Figure 1. The metal 2 layer.
Bar = 50 um.
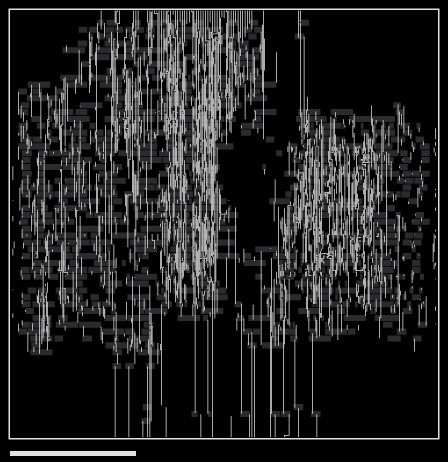
Figure 2. M3 wires.
Bar = 50 um.
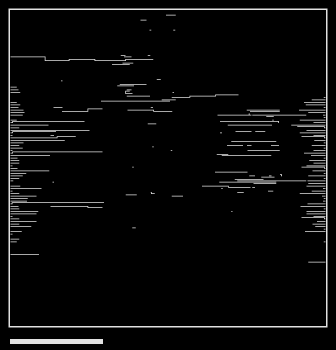
Figure 3. Metal 4.
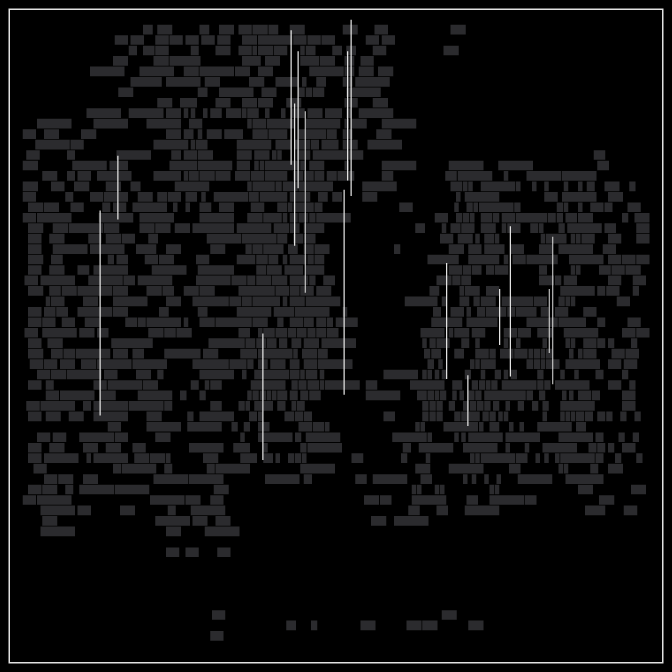
Figure 4. Signal wires on met1.
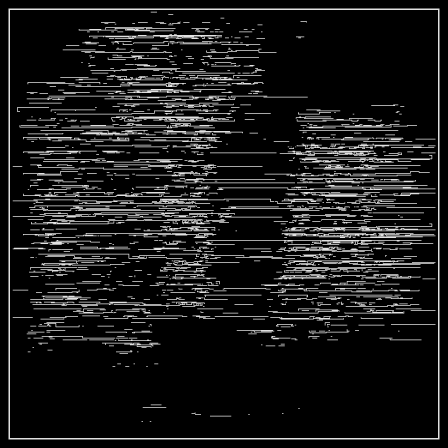
Figure 5. Routing congestion.
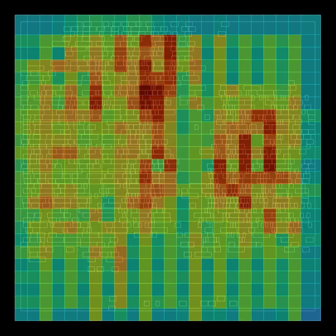
Design mips_lsu, sky130hd; sources not shown.
==> metrics.yaml <==
outcome: "complete, but fails checks"
failing_checks: "setup timing"
yosysCellCount: 669
routed-wl-met3_um: 1734
floorplan.die.height_um: 169.7
final_area_um2: 10790
intPower_uw: 9395
nMultiInputCombCells: 494
layout.buffer.nonclock.area_share: 0.2569
place.detailed.instances: 1190
cts_buffer_depth: 2
top_logic_kind: "multiplexers"
pg_seq_uw: 4090
max-slew-margin-rel: 0.5762
tapCellCount: 335
critical_path.startpoint_type: "register"
detail_route.iter0.violations: 338
num-clock-buffers: 18
tritoncts_num_sinks: 121
synth.cellmix.simpleShare: 0.1975
synthMuxAreaShare: 0.2031
top_level_ports: 186
gp_routability_congestion: 0.8787
area.share.combinational: 0.3601
tritoncts.num_buffers: 17
syn_avg_cell_area_um2: 10.01
post_cts_resized: 538
topCellsByArea: "sky130_fd_sc_hd__dfrtp_1 (45%), sky130_fd_sc_hd__mux2_2 (14%), sky130_fd_sc_hd__nand2_1 (6.2%)"
powerClk_uw: 3130
unrepaired_setup_endpoints_after_global_routing: "true"
detailroute.wirelength.met2_um: 10510
seq_area_frac_synth: 0.4523
clockRootBuffer: "sky130_fd_sc_hd__clkbuf_16"
finalCriticalPeriod_ns: 2.578
drive_gt1_frac: 0.4172
timing.max_cap.violations: 0
rr_worst_depth: 9
overflow: 0
first_global_vias: 6238
finalCritPeriodShare: 1.228
met1Wirelength_um: 10420
share_seq_of_total_power: 0.262
common_cells: "sky130_fd_sc_hd__dfrtp_1 (121), sky130_fd_sc_hd__nand2_1 (111), sky130_fd_sc_hd__mux2_2 (82), sky130_fd_sc_hd__and2_1 (40), sky130_fd_sc_hd__nor2_1 (39)"
maximum_number_of_pins_on_one_net_before_global_route_repair: 94
yosys.area.top_type_share: 0.4523
final_common_cell: "sky130_fd_sc_hd__dfrtp_1"
irDropWorstVdd_uv: 672.2
global_route_wire_length_before_repair_um: 34920
warnings: 33
fp.dieW_um: 169.7
register_area_um2: 3037
drt.antenna.violating_nets: 0
detailed_place.area_um2: 9104
design.seq.count: 121
netSwitchingPower_uw: 6238
vias_cell: 4.792
cts_setup_buffers: 40
critical_path.cell_chain: "nand3b_1 > buf_4 > buf_4 > buf_4 > nor3_1 > nand3_1 > a31o_2 > a21oi_2 > mux2_4"
n_all_buffers: 284
final_cell_mix: "sky130_fd_sc_hd__dfrtp_1 (114), sky130_fd_sc_hd__nand2_1 (106), sky130_fd_sc_hd__clkdlybuf4s50_1 (104)"
filler_free_cell_count_of_the_finished_design: 1277
biggestCellCategory: "combinational gates"
flop_cell: "sky130_fd_sc_hd__dfrtp_1"
critical-path-slowest-cell: "sky130_fd_sc_hd__nor3_1"
total_leakage_power_uw: 0.004907
power.share.switching: 0.3990
path_class: "register to register"
post_synth_fa_ha_maj_area_fraction: 0.01121
yosysMostFrequentCell: "sky130_fd_sc_hd__dfrtp_1"
report.power.total_uw: 15630
r2r_setup_slack_ns: -0.48
critical-path-max-stage-delay_ns: 0.48
ys_sh_xor: 0.01308
setup_ws_ns: -0.4779
first_pass_drt_iterations: 4
critPathTopFamily: "simple AND/OR/NAND/NOR gates"
total_nets_final: 1041
crit_arrival_ns: 2.88
worst_ep_required_time_ns: 2.41
remaining_drc_errors: 0
report.final.setup_viol: 102
asr_flop_ratio_synth: 1.000
critical_path.most_common_cell: "sky130_fd_sc_hd__buf_4"
pwr_density_cell_nw_per_um2: 1449
antenna_found_initial: 0
end_kind: "register"
edf_count: 0
multi_input_comb_area_um2: 3885
yosysChipArea_um2: 6695
netlist_instances: 669
largest_area_cell: "sky130_fd_sc_hd__dfrtp_1"
min-delay-path-class: "primary input to asynchronous set/reset pin"
tightest_slew_ns: 0.6328
comb-power_uw: 8410
synthesis.area_um2: 6695
max_clock_freq_mhz: 387.9
numPortBuffers: 185
floorplan.nets: 781
tritoncts: "built"
comb_power_share: 0.538
std_cell_rows: 59
die_area_um2: 28780
top_power_group: "combinational logic"
synth_flops: 121
clk-insertion-delay-late_ns: 0.42
detailed_place_hpwl_um: 16250
## Picture notes: Figure 1
909 nets have wire on it. The layer carries 10500 um of wire. The longest straight run is 61.8 um. The layer holds 45% of the routed length.
total routed wirelength: 23200 um
vias: 6119
GRT met2 Usage: 0.2410

## Picture notes: Figure 2
The layer carries 1730 um of wire. 155 nets have wire on it. The longest straight run is 49.2 um. The wires run mostly horizontal.
GRT met3 Usage: 0.04915

## Picture notes: Figure 3
The layer holds 2.3% of the routed length. The layer carries 538 um of wire. The wires run mostly vertical.

## Picture notes: Figure 4
The longest straight run is 50.1 um. 902 nets have wire on it.
global-route met1 utilization: 0.2090

## Picture notes: Figure 5
aggregate global-route resource usage: 0.1568
final core utilization: 0.4117
GR peak layer: met2
WL/cell: 18.17 um

